## src/rtl/timepulse_sequencer.sv

```systemverilog
// Timepulse/phase sequencer: one-hot phase and timepulse strobes per memory cycle time,
// GOJAM restart window, monitor stop/single-step control and a completed-MCT counter.
module timepulse_sequencer #(
  parameter int NUM_TP     = 12,
  parameter int NUM_PHASES = 4,
  parameter int GOJAM_CYC  = 8,
  parameter int CNT_W      = 16,
  parameter int TPW        = $clog2(NUM_TP)
) (
  input  logic                  clock,
  input  logic                  rst_n,
  input  logic                  strt1,
  input  logic                  stop_req,
  input  logic                  step,
  output logic                  gojam,
  output logic [NUM_PHASES-1:0] phs,
  output logic [NUM_TP-1:0]     tp,
  output logic [TPW-1:0]        tp_idx,
  output logic                  mct_done,
  output logic                  stopped,
  output logic [CNT_W-1:0]      mct_count
);

  localparam int PW = $clog2(NUM_PHASES);
  localparam int GW = $clog2(GOJAM_CYC + 1);

  localparam logic [PW-1:0]  PH_LAST = PW'(NUM_PHASES - 1);
  localparam logic [TPW-1:0] TP_LAST = TPW'(NUM_TP - 1);
  localparam logic [GW-1:0]  GJ_LOAD = GW'(GOJAM_CYC);

  typedef enum logic [1:0] {
    ST_GOJAM   = 2'd0,
    ST_RUN     = 2'd1,
    ST_STOPPED = 2'd2
  } state_t;

  state_t                  state_r;
  state_t                  state_s;
  logic [GW-1:0]           gj_cnt_r;
  logic [GW-1:0]           gj_cnt_s;
  logic [PW-1:0]           phase_r;
  logic [PW-1:0]           phase_s;
  logic [TPW-1:0]          tpi_r;
  logic [TPW-1:0]          tpi_s;
  logic                    step_r;
  logic                    step_edge_s;

  logic                    run_s;
  logic                    gojam_s;
  logic [NUM_PHASES-1:0]   phs_s;
  logic [NUM_TP-1:0]       tp_s;
  logic [TPW-1:0]          tp_idx_s;
  logic                    mct_done_s;
  logic                    stopped_s;

  logic                    gojam_r;
  logic [NUM_PHASES-1:0]   phs_r;
  logic [NUM_TP-1:0]       tp_r;
  logic [TPW-1:0]          tp_idx_r;
  logic                    mct_done_r;
  logic                    stopped_r;
  logic [CNT_W-1:0]        mct_count_r;

  function automatic logic [NUM_PHASES-1:0] phase_onehot(input logic [PW-1:0] p);
    phase_onehot = {{(NUM_PHASES-1){1'b0}}, 1'b1} << p;
  endfunction

  function automatic logic [NUM_TP-1:0] tp_onehot(input logic [TPW-1:0] t);
    tp_onehot = {{(NUM_TP-1){1'b0}}, 1'b1} << t;
  endfunction

  // Only a step edge seen while halted may resume; earlier edges are not remembered.
  assign step_edge_s = step & ~step_r;

  // Next-state logic; strt1 overrides everything else.
  always_comb begin
    state_s  = state_r;
    gj_cnt_s = gj_cnt_r;
    phase_s  = phase_r;
    tpi_s    = tpi_r;
    if (strt1) begin
      state_s  = ST_GOJAM;
      gj_cnt_s = GJ_LOAD;
      phase_s  = '0;
      tpi_s    = '0;
    end else begin
      case (state_r)
        ST_GOJAM: begin
          phase_s = '0;
          tpi_s   = '0;
          if (gj_cnt_r <= GW'(1)) begin
            state_s  = ST_RUN;
            gj_cnt_s = GJ_LOAD;
          end else begin
            gj_cnt_s = gj_cnt_r - GW'(1);
          end
        end
        ST_RUN: begin
          if (phase_r != PH_LAST) begin
            phase_s = phase_r + PW'(1);
          end else begin
            phase_s = '0;
            if (tpi_r != TP_LAST) begin
              tpi_s = tpi_r + TPW'(1);
            end else begin
              tpi_s   = '0;
              state_s = stop_req ? ST_STOPPED : ST_RUN;
            end
          end
        end
        ST_STOPPED: begin
          phase_s = '0;
          tpi_s   = '0;
          if (step_edge_s) begin
            state_s = ST_RUN;
          end else begin
            state_s = ST_STOPPED;
          end
        end
        default: begin
          state_s  = ST_GOJAM;
          gj_cnt_s = GJ_LOAD;
          phase_s  = '0;
          tpi_s    = '0;
        end
      endcase
    end
  end

  // Output values for the coming cycle, decoded from the next state.
  always_comb begin
    run_s      = (state_s == ST_RUN);
    gojam_s    = (state_s == ST_GOJAM);
    stopped_s  = (state_s == ST_STOPPED);
    phs_s      = '0;
    tp_s       = '0;
    tp_idx_s   = '0;
    mct_done_s = 1'b0;
    if (run_s) begin
      phs_s      = phase_onehot(phase_s);
      tp_s       = tp_onehot(tpi_s);
      tp_idx_s   = tpi_s;
      mct_done_s = (phase_s == PH_LAST) && (tpi_s == TP_LAST);
    end else begin
      phs_s      = '0;
      tp_s       = '0;
      tp_idx_s   = '0;
      mct_done_s = 1'b0;
    end
  end

  // Sequencer state, step edge detector and registered outputs.
  always_ff @(posedge clock or negedge rst_n) begin
    if (!rst_n) begin
      state_r     <= ST_GOJAM;
      gj_cnt_r    <= GJ_LOAD;
      phase_r     <= '0;
      tpi_r       <= '0;
      step_r      <= 1'b0;
      gojam_r     <= 1'b1;
      phs_r       <= '0;
      tp_r        <= '0;
      tp_idx_r    <= '0;
      mct_done_r  <= 1'b0;
      stopped_r   <= 1'b0;
      mct_count_r <= '0;
    end else begin
      state_r    <= state_s;
      gj_cnt_r   <= gj_cnt_s;
      phase_r    <= phase_s;
      tpi_r      <= tpi_s;
      step_r     <= step;
      gojam_r    <= gojam_s;
      phs_r      <= phs_s;
      tp_r       <= tp_s;
      tp_idx_r   <= tp_idx_s;
      mct_done_r <= mct_done_s;
      stopped_r  <= stopped_s;
      // A finished MCT counts even when strt1 arrives on the same edge.
      if (mct_done_r) begin
        mct_count_r <= mct_count_r + CNT_W'(1);
      end else begin
        mct_count_r <= mct_count_r;
      end
    end
  end

  assign gojam     = gojam_r;
  assign phs       = phs_r;
  assign tp        = tp_r;
  assign tp_idx    = tp_idx_r;
  assign mct_done  = mct_done_r;
  assign stopped   = stopped_r;
  assign mct_count = mct_count_r;

endmodule

```

## config.mk

```make
export PLATFORM = sky130hd
export DESIGN_NAME = timepulse_sequencer
export DESIGN_NICKNAME = d
export VERILOG_FILES = /design/src/rtl/timepulse_sequencer.sv
export SDC_FILE = /design/constraint.sdc
export NUM_CORES = 1
export LEC_CHECK = 0
export ABC_CLOCK_PERIOD_IN_PS = 1700
export CORE_ASPECT_RATIO = 1.2
export CORE_UTILIZATION = 25
export DETAILED_ROUTE_END_ITERATION = 10
export SLEW_MARGIN = 40
export SYNTH_ARGS = -nofsm -noshare
export SYNTH_HDL_FRONTEND = slang
export SYNTH_SLANG_ARGS = --single-unit
```

## constraint.sdc

```tcl
create_clock -name clock -period 1.7 [get_ports clock]
set_input_delay 0.425 -clock clock [delete_from_list [all_inputs] [get_ports clock]]
set_output_delay 0.425 -clock clock [all_outputs]
set_load 0.01 [all_outputs]
```

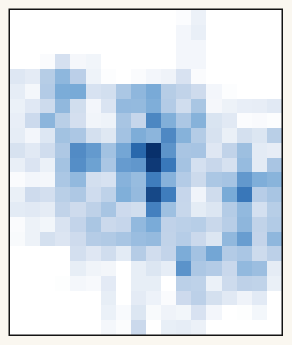
**Above:** run 1 (wiring heat map).
Scale: 3 px per um. 18 x 22 tiles, from white (low) to dark blue (high), scaled to the fullest tile. Values are wire area over tile area, all layers added.
- densest ninth of the die: center
- mean over tiles: 0.094
- emptiest ninth of the die: upper right
- fullest tile: 0.51
wire length per cell after detailed routing: 13.6 um
vias after detailed routing: 1992

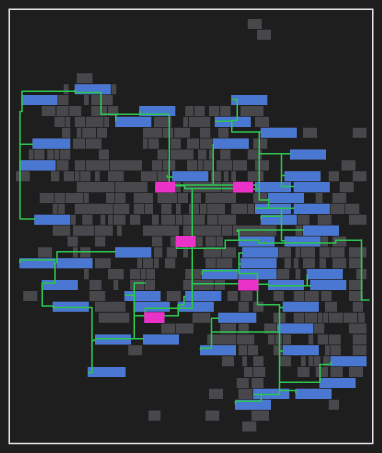
**Above:** run 1 (routed clock nets over the placement).
Scale: 4 px per um.
- flip-flops: blue (count 52)
- clock wires: green (length 661 um)
- cells driving clock nets: magenta (count 5)
- routed clock nets: 6
power of the clock network: 878 uW
clock latency at the later pin of the worst-skew pair: 0.31 ns
final setup skew: 0.00983 ns

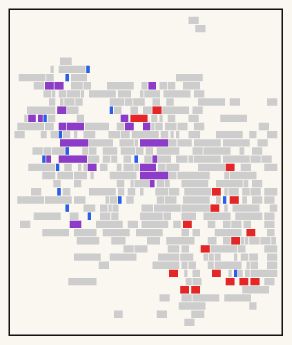
**Above:** run 1 (selected gate families).
Scale: 3 px per um.
- inverters: blue (cells 15)
- XOR/XNOR gates: red (cells 17)
- inverting AOI/OAI gates: purple (cells 21)

-- run 1: where the power goes --
group          leakage [uW]  internal [uW]  switching [uW]
clock network     0.0000548            444             434
logic              0.000996            612             597
registers          0.000710           1330            37.6
total               0.00176           2390            1070
-- run 1: per-layer routing --
metal | vias to the layer above | global-route usage (%) | routed length, um
met5 | - | 0 | 0
met4 | 0 | 2.42 | 44
met3 | 6 | 2.95 | 193
met2 | 43 | 21.5 | 3090
met1 | 984 | 14.8 | 2720
li1 | 959 | - | -
-- run 1: state kept, by name, indices dropped and copies added, names as in the netlist, 2 cells and up --
name       flops
phs            4
tpi_r          4
mct_count     16
tp_idx         4
tp            12
state_r        2
phase_r        2
gj_cnt_r       4
==> run notes, run 1 <==
Figures from the implementation reports.

- The number of synthesized register bits reads 52.
- The H-tree was split into 2 levels.
- The count of plain and timing-repair buffers reads 113.
- For reference, the most critical setup path is categorized as reg -> reg.
- The worst-case hold slack reads 0.00702 ns.
- The number of synthesis warnings is 0.
- The total negative setup slack reads -2.32 ns.
- According to the timing report, the data required time at the worst endpoint equals 1.91 ns.
- The average via count per standard cell reads 4.48.
- The count of nets left with antenna violations after detail routing is 0.
- The count of placed standard cells in the final layout, fillers left out reads 445.
- The checks that failed: setup timing.
- The number of clock buffers inserted by TritonCTS is 5.
- Clock cells make up 2.96% of the layout cell area.
- The number of ports placed on the die boundary reads 44.
- Per the layout area report, the register area comes to 0.00131 mm^2.
- The routed wire length reads 6040 um.
- According to the cell report, flip-flops and latches in the layout number 52.
- The maximum number of pins on one net before global-route repair is 33.
- 137 cells are multi-input combinational gates.
- The via count of the first global-routing pass reads 1994.
- The number of hold-repair buffers added at the cts stage is 0.
- The transition time recorded at the tightest slew-check pin is 0.461 ns.
- The kind of start point of the critical path is a flop.
- The filler cell count reads 849.
- For this run, the script counts the antenna cells in the layout as 0.
- Setup repair after global routing could not meet its margin everywhere.
- The area overhead of the layout relative to synthesis reads 65.7%.
- The chip area estimate from yosys synthesis is 0.00235 mm^2.
- The cell at the root of the clock tree reads clkbuf_8.
- The worst setup margin is -0.159 ns.
- The internal reg-to-reg setup slack reads -0.16 ns.
- For this run, design rule violations remaining after detail routing come to 0.
- The startpoint of the worst-slack reg-to-reg timing path reads tpi_r[1].
- The total of buffers placed on input and output ports is 43.
- The fraction of synthesized cell area taken by the top area cell type is 53.2%.
- Walking the worst path, the cells encountered are ha_2 -> and4b_4 -> mux2i_4 -> buf_6 -> o221ai_4 -> nor4_2.
- The inverter count is 15.
- The post-detailed-placement half-perimeter wirelength is 3990 um.
- The run finished, with violations left.
- The first-pass detailed-route iteration total is 4.
- The largest stage delay on the critical path is 0.37 ns.
- The clock slew seen by the registers of the worst setup and hold paths reads 0.10 ns.
- The number of setup buffers added after CTS is 12.
- Yosys attributes the largest share of cell area to dfrtp_1 53%, ha_1 4.8%, nor3_1 3.6%, xnor2_1 3.4%, xor2_1 3.0%.
- In this run, the synthesized area fraction spent on and/or/nand/nor cells is recorded as 20.2%.
- The share of the final layout cell area in multi-input gates is 32.4%.
- The async set-or-reset flop fraction in the synthesized netlist is 100%.
- The multiplexer fraction of the synthesized cell area is 2.40%.
- The final setup violation count is 24.
- The type of the most critical hold path reads in -> async.
- Once placement completed, the tool counted placed cells totaling 413.
- In the layout the commonest cells are 60 x buf_4, 48 x dfrtp_1, 36 x clkdlybuf4s50_1.
- The initial standard-cell utilization of the core is 25.9%.
- The global routing usage summed across all routing layers reads 12.1%.
- The placer's final routability congestion estimate reads 0.789.
- The critical path runs through a total of 6 cells.
- The timing report shows that the slowest cell on the worst path is dfrtp_1.
- TritonCTS built the clock tree.
- The worst flop-to-flop path endpoint reads tp[5].
- The design area is 0.00389 mm^2.
- The dominant non-sequential cell family after synthesis is simple AND/OR/NAND/NOR gates.
- Per the layout area report, the combinational gate area comes to 0.00126 mm^2.
- After technology mapping, the gate count stands at 207.
- The setup slack at placement reads -0.372 ns.
- The category of the worst setup path capture point reads a flop.
- The fraction of the cycle the final worst path needs is 109%.
- Counting flops with a built-in enable in the synthesized netlist gives 0.
- Looking at the VDD voltage map, the peak drop is 0.605 mV.
## Run 2: what changed since run 1
--- a/config.mk
+++ b/config.mk
@@ -5,7 +5,7 @@
 export SDC_FILE = /design/constraint.sdc
 export NUM_CORES = 1
 export LEC_CHECK = 0
-export ABC_CLOCK_PERIOD_IN_PS = 1700
+export ABC_CLOCK_PERIOD_IN_PS = 1800
 export CORE_ASPECT_RATIO = 1.2
 export CORE_UTILIZATION = 25
 export DETAILED_ROUTE_END_ITERATION = 10
==> constraint.sdc (replaced) <==
create_clock -name clock -period 1.8 [get_ports clock]
set_input_delay 0.45 -clock clock [delete_from_list [all_inputs] [get_ports clock]]
set_output_delay 0.45 -clock clock [all_outputs]
set_load 0.01 [all_outputs]
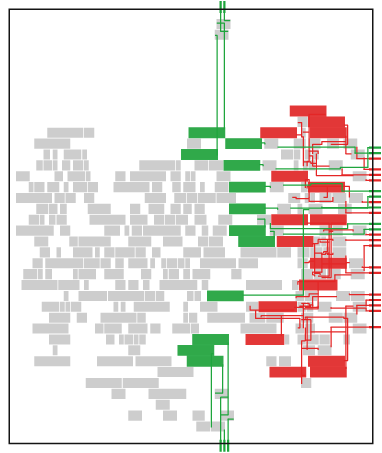
**Above:** run 2 (port wiring).
Scale: 4 px per um.
- `tp`: green (direction output; edge 7 right, 3 bottom, 2 top; end cells 12; buffers 12; wire 352 um)
- `mct_count`: red (direction output; edge right; end cells 16; buffers 16; wire 506 um)

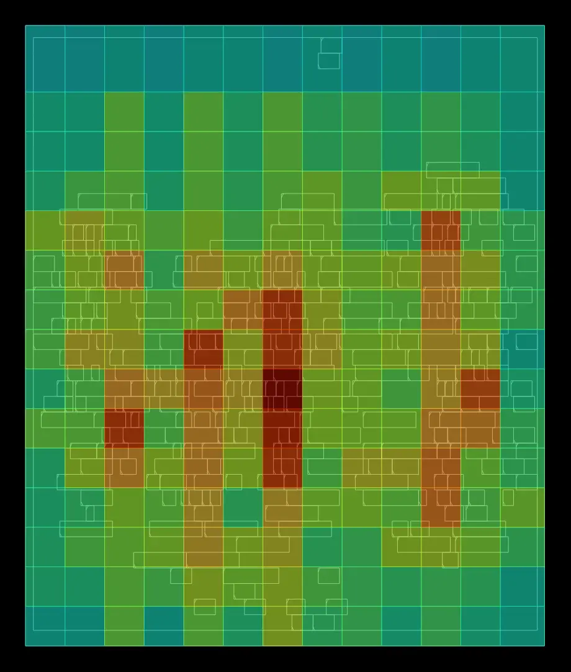
**Above:** run 2 (routing congestion map).
share of the core filled with cells in the final layout: 38.2%
met2 track demand over resource in global routing: 21.1%
wire length per cell after detailed routing: 12.7 um
met3 track utilization from global routing: 2.60%
GRT met1 Usage: 13.6%

==> run notes, run 2 <==
Figures from the implementation reports.

- The run finished, with violations left.
- The checks that failed: setup timing.
- The post-detailed-placement half-perimeter wirelength is 3860 um (-3.3%).
- The worst flop-to-flop path endpoint reads tp[6].
- The busiest layer in global routing is met2.
- The chip area estimate from yosys synthesis is 0.00235 mm^2 (unchanged).
- The routed wire length is 5260 um (-13%).
- The worst-case hold slack came to 0.471 ns (+0.464 ns).
- By area the synthesized netlist is led by dfrtp_1 53%, ha_1 4.8%, nor3_1 3.6%, xnor2_1 3.4%, xor2_1 3.0%.
- Along the critical path, the tally of buffer and inverter instances is 1.
- The count of mapped cells out of synthesis is 207 (unchanged).
- The critical path startpoint reads tpi_r[0].
- The routed length on met3 is 218 um (+13%).
- The internal reg-to-reg setup slack was -0.03 ns (+0.13 ns).
- The global routing usage summed across all routing layers is 11.5% (-0.61 points).
- The number of max-cap violations is 0.
- In the Yosys report the total cell count is 207.
- The area overhead of the layout relative to synthesis reads 47.6%.
- The count of inserted antenna diode cells came to 0 (unchanged).
- The required arrival time at the worst endpoint came to 2.00 ns (+0.09 ns).
- The setup slack at placement is -0.287 ns (+0.0843 ns).
- The leakage dissipation reads 0.00150 uW.
- Headroom to the max-slew limit came out at 67.3%.
- STA classifies the critical path startpoint as a flop.
- The number of synthesis warnings was 0 (unchanged).
- In this run the core area contains 38 standard-cell rows.
- The design area is 0.00347 mm^2 (-11%).
- The startpoint of the worst-slack reg-to-reg timing path is tpi_r[0].
- The leading register cell type out of synthesis is dfrtp_1.
- The number of clock buffers inserted by TritonCTS is 5 (unchanged).
- The largest area contributor in the netlist reads dfrtp_1.
- The most common cell after layout, fill and taps aside reads dfrtp_1.
- The number of hold violations in the final report is 0.
- Once iteration 0 of detailed routing completed, the report listed 64 DRC markers.
- The category of the worst setup path capture point reads a flop.
- The count of nets left with antenna violations after detail routing reads 0 (unchanged).
- The number of hold-repair buffers added at the cts stage came to 1 (+1).
- The share of final-layout standard cells stronger than drive strength 1 is 28.7%.
- The placer's final routability congestion estimate came to 0.816 (+3.4%).
- The initial standard-cell utilization of the core is 25.9% (unchanged).
- The tally of unique sky130hd cells used after synthesis reads 44.
- The insertion delay to the later sink of the worst-skew pair is 0.31 ns (about the same).
- The number of cell instances on the worst register-to-register path reads 6.
- The via count of the first global-routing pass is 1881 (-5.7%).
- The post-synth tally of flip-flops with integrated enable was 0 (unchanged).
- The timing endpoint of the critical path is tp[6].
- The worst setup path is of the reg -> reg kind.
- The type of the most critical hold path is in -> async.
- The average size of a mapped cell is 11.4 um^2.
- The cell at the root of the clock tree reads clkbuf_8.
- The fraction of the yosys area taken by sequential cells is 55.5%.
- The largest stage delay on the critical path is 0.37 ns (about the same).
- The count of placed standard cells in the final layout, fillers left out is 413 (-7.2%).
- The number of ports placed on the die boundary is 44 (unchanged).
- The final setup violation count was 1 (-96%).
- Looking at the clock tree report, the maximum root-to-sink buffer count equals 2.
- The wire length of the first global-routing pass reads 8870 um.
- The total of buffers placed on input and output ports reads 43 (unchanged).
- The total overflow left after global routing is 0.
- The clock drives 52 sinks.
- The maximum clock skew at final layout was 0.0119 ns (+0.00210 ns).
- The final period demand of the worst path is 1.83 ns.
- The number of placed instances, taps included reads 400 (-3.1%).
- The worst setup margin reads -0.0338 ns (+0.125 ns).
- The number of synthesized register bits came to 52 (unchanged).
- The vertical die dimension reads 108 um.
- The post-cts resize count is 22.
- The maximum number of pins on one net before global-route repair is 28 (-15%).
- The top routing layer in use reads met4.
- The total negative setup slack reads -0.0338 ns (+2.29 ns).
- The TritonCTS clock tree is built.
- In the synthesized netlist, the cells that appear most often are 50 x dfrtp_1, 17 x nor3_1, 16 x nand2_1, 15 x inv_1, 11 x nor2_1.
- Traced cell by cell, the critical path runs through ha_2 -> and4b_4 -> mux2i_2 -> o221ai_2 -> buf_12 -> nor4_2.
- The average via count per standard cell reads 4.43 (-1.1%).
- The first-pass detailed-route iteration total reads 4 (unchanged).
- Pins over their slew limit in the final report were tallied at 0.
- The placed instances occupy a cell area of 0.00316 mm^2.
- The tally of OpenROAD warnings reads 32.
- The post-CTS setup buffer count reads 0 (-12).
- The final layout contains 306 nets.
- The initial antenna violation count is 0.
- The fraction of the cycle the final worst path needs is 102% (-7.5 points).
- The largest driver fanout on the critical path is 17.
- The floorplan step defined a die boundary enclosing 0.00979 mm^2.
- Setup repair after global routing could not meet its margin everywhere.
- The most common cell in the synthesized netlist is dfrtp_1.
- The placeable core region is 0.00908 mm^2.
- The number of vias after detailed routing is 1828 (-8.2%).
- The deepest level of the CTS H-tree is 2 (unchanged).
- Among all stages on the critical path, the largest delay is contributed by dfrtp_1.
- In the layout the commonest cells are 46 x dfrtp_1, 41 x clkdlybuf4s50_1, 35 x buf_4.
- The highest attainable clock frequency is 545 MHz.
- When the netlist entered floorplanning its net count stood at 221.
- The post-synth design cell area reads 0.00235 mm^2.
- The die extent in x reads 90.5 um.
- The number of DRC violations after detailed routing was 0 (unchanged).
- The flip-flop count of the largest register after layout was 16 (unchanged).
- The clock slew seen by the registers of the worst setup and hold paths was 0.11 ns (about the same).
- The largest voltage drop on the vdd net is 0.682 mV (+13%).
- For this design the ratio of total power to cell area is 842 mW/mm^2.
- The number of logic stages on the critical path including buffering is 6 (unchanged).
- The total chip power is 2920 uW.
- According to the timing report, the arrival time at the worst endpoint equals 2.03 ns.
- The wire length on met1 reads 2330 um (-14%).
- The met2 wirelength from detailed routing is 2680 um (-13%).
- The fraction of synthesized cell area taken by the top area cell type reads 53.2% (unchanged).
- The slew at the pin closest to its max-slew limit came to 0.489 ns (+0.0283 ns).
- In this design, the largest share of critical-path delay is due to simple AND/OR/NAND/NOR gates.
- The async set-or-reset flop fraction in the synthesized netlist is 100% (unchanged).
run 2: power by group:
group	leakage [uW]	switching (uW)	internal, uW
Clock	0.0000463	429	287
Sequential	0.000707	35.9	1260
Combinational	0.000743	459	455
Total	0.00150	924	2000
run 2: cell families after synthesis:
| group | synth area share (%) |
|---|---|
| AOI/OAI and AO/OA | 7.03 |
| buffers and inverters | 3.73 |
| and+or+nand+nor | 20.2 |
| xor gates and xnor gates | 6.34 |
| DFF | 55.5 |
| muxes | 2.40 |
| adders and majority gates | 4.79 |
run 2: area by class of cell:
type | instances | area, um^2
multi-input combinational | 136 | 1110
inverter | 15 | 56.3
clock buffer | 5 | 68.8
tap | 120 | 150
clock inverter | 3 | 27.5
sequential | 52 | 1310
timing repair buffer | 82 | 743
fill | 887 | 5610
## Run 3: what changed since run 2
--- a/config.mk
+++ b/config.mk
@@ -7,8 +7,9 @@
 export LEC_CHECK = 0
 export ABC_CLOCK_PERIOD_IN_PS = 1800
 export CORE_ASPECT_RATIO = 1.2
-export CORE_UTILIZATION = 25
+export CORE_UTILIZATION = 39
 export DETAILED_ROUTE_END_ITERATION = 10
+export REMOVE_ABC_BUFFERS = 1
 export SLEW_MARGIN = 40
 export SYNTH_ARGS = -nofsm -noshare
 export SYNTH_HDL_FRONTEND = slang
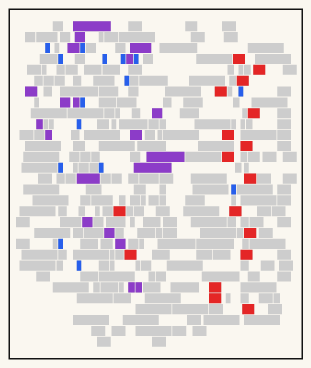
**Above:** run 3 (selected gate families).
Scale: 4 px per um.
- inverters: blue (cells 15)
- XOR/XNOR gates: red (cells 17)
- inverting AOI/OAI gates: purple (cells 20)

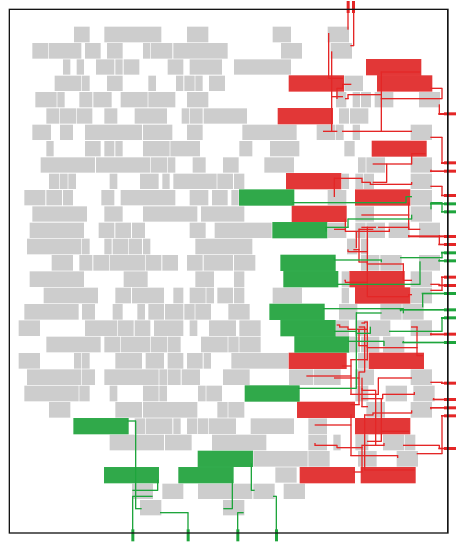
**Above:** run 3 (port wiring).
Scale: 6 px per um.
- `tp`: green (direction output; edge 8 right, 4 bottom; end cells 12; buffers 12; wire 225 um)
- `mct_count`: red (direction output; edge 14 right, 2 top; end cells 16; buffers 16; wire 450 um)
count of port buffers added during placement: 43
I/O pin count: 44

==> run notes, run 3 <==
Figures from the implementation reports.

- The number of nets in the finished design reads 303 (-0.98%).
- By instance count after routing, the leading logic cell types are 47 x dfrtp_1, 41 x clkdlybuf4s50_1, 32 x buf_4.
- The sequential share of power is 44.5% (+0.3 points).
- The number of placed instances, taps included reads 359 (-10%).
- The checks that failed: setup timing.
- The run finished, with violations left.
- From synthesis to final layout, the design area changed by 43.3%.
- The number of logic gates was 136 (unchanged).
- The cell-internal power came to 2070 uW (+3.8%).
- The number of hold-repair buffers added at the cts stage reads 0 (-1).
- The worst-case hold slack is 0.0665 ns (-0.405 ns).
- The total clock network power is 666 uW (-7.0%).
- The count of placed standard cells in the final layout, fillers left out is 369 (-11%).
- Setup repair after global routing could not meet its margin everywhere.
- The post-detailed-placement half-perimeter wirelength came to 3600 um (-6.7%).
- The final period demand of the worst path is 1.84 ns (+0.00208 ns).
- The count of inserted antenna diode cells reads 0 (unchanged).
- The switching component of the power is 857 uW (-7.3%).
- The category of the worst setup path capture point is a flop.
- The number of clock buffers inserted by TritonCTS is 5 (unchanged).
- The met3 global-route usage was 3.47% (+0.87 points).
- The fraction of area in non-clock buffers reads 22.1% (+0.67 points).
- The combinational power is 959 uW (+4.9%).
- The first-pass detailed-route iteration total reads 4 (unchanged).
- The number of clock buffer instances in the layout reads 6 (+1).
- The count of plain and timing-repair buffers was 79 (-3.7%).
- The worst setup margin came to -0.0359 ns (-0.00208 ns).
- The total power density per cell area reads 870 mW/mm^2 (+3.2%).
- The filler cell count is 510 (-43%).
- The chip area estimate from yosys synthesis came to 0.00235 mm^2 (unchanged).
- The average size of a mapped cell came to 11.4 um^2 (unchanged).
- The simple-gate share of the synthesized area came to 20.2% (unchanged).
- The inverter count reads 15 (unchanged).
- The fraction of power spent switching nets is 29.3% (-2.4 points).
- The routed wire length reads 4730 um (-10%).
- The required arrival time at the worst endpoint came to 2.00 ns (about the same).
- The wire length per cell reads 12.8 um (+0.60%).
- The number of max-cap violations is 0 (unchanged).
- The total negative setup slack reads -0.0807 ns (-0.0469 ns).
- The maximum clock skew at final layout is 0.00848 ns (-0.00345 ns).
- The setup slack at placement reads -0.171 ns (+0.116 ns).
- The multiplexer fraction of the synthesized cell area came to 2.40% (unchanged).
- The clock slew seen by the registers of the worst setup and hold paths is 0.09 ns (-0.02 ns).
- The count of pins over their slew limit came to 0 (unchanged).
- The power share of the combinational group reads 32.7% (+1.4 points).
- The final core area utilization was 58.6% (+20 points).
- The biggest slice of the total power is consumed by registers.
- The global routing usage summed across all routing layers is 16.4% (+5.0 points).
- The share of cell area taken by flip-flops and latches came to 38.8% (+1.1 points).
- The share of the final layout cell area in multi-input gates reads 31.7% (-0.38 points).
- The number of DRC markers after the initial detailed-route iteration reads 54 (-16%).
- The final setup violation count is 4 (+3).
- The critical path is of the reg -> reg type.
- The placeable core region came to 0.00574 mm^2 (-37%).
- The largest driver fanout on the critical path reads 14 (-3).
- The area fraction in compound gates was 7.03% (unchanged).
- The kind of start point of the critical path is a flop.
- The number of synthesis warnings reads 0 (unchanged).
- For the worst reg-to-reg path, the startpoint reported by OpenROAD is gj_cnt_r[0].
- The largest stage delay on the critical path is 0.43 ns (+0.06 ns).
- The total number of sequential cells was 52 (unchanged).
- The largest voltage drop on the vdd net reads 0.626 mV (-8.2%).
- The fraction of the yosys area taken by sequential cells came to 55.5% (unchanged).
- The number of synthesized register bits was 52 (unchanged).
- The standard cell area after detailed placement is 0.00314 mm^2 (-0.63%).
- The routed length on met3 is 138 um (-37%).
- The xor/xnor share of the synthesized area came to 6.34% (unchanged).
- The relative max-transition margin reads 72.1% (+4.8 points).
- The highest attainable clock frequency reads 545 MHz (-0.11%).
- The async set-or-reset flop fraction in the synthesized netlist came to 100% (unchanged).
- The number of sinks on the clock net is 52 (unchanged).
- The initial antenna violation count was 0 (unchanged).
- The commonest cells after synthesis are 50 x dfrtp_1, 17 x nor3_1, 16 x nand2_1, 15 x inv_1, 11 x nor2_1.
- The top cell class by occupied area is sequential cells.
- The post-synth tally of flip-flops with integrated enable reads 0 (unchanged).
- The sequential standard cell area was 0.00131 mm^2 (about the same).
- The dominant non-sequential cell family after synthesis reads simple AND/OR/NAND/NOR gates.
- The placer's final routability congestion estimate is 0.861 (+5.5%).
- The number of DRC violations after detailed routing was 0 (unchanged).
[run 3: cell counts after synthesis]
Identical to the previous run, type by type.
[run 3: what timing repair did]
item	CTS	global route
setup endpoints to repair	18	22
resized	9	17
buffers inserted	0	3
pin swaps	3	4
[run 3: final timing paths]
| path | cells after the start | to | slack (ns) |
|---|---|---|---|
| worst max-delay path | 8 | tp[5] | -0.04 |
| min in group clock | 1 | mct_count[15] | 0.47 |
| worst min register to register | 1 | mct_count[15] | 0.47 |
| max in group asynchronous | 2 | gj_cnt_r[3] | 1.14 |
| worst max register to register | 8 | tp[5] | -0.04 |
| worst min-delay path | 1 | mct_count[4] | 0.07 |
Power figures rest on the tool's default switching activity, not on a simulated workload.
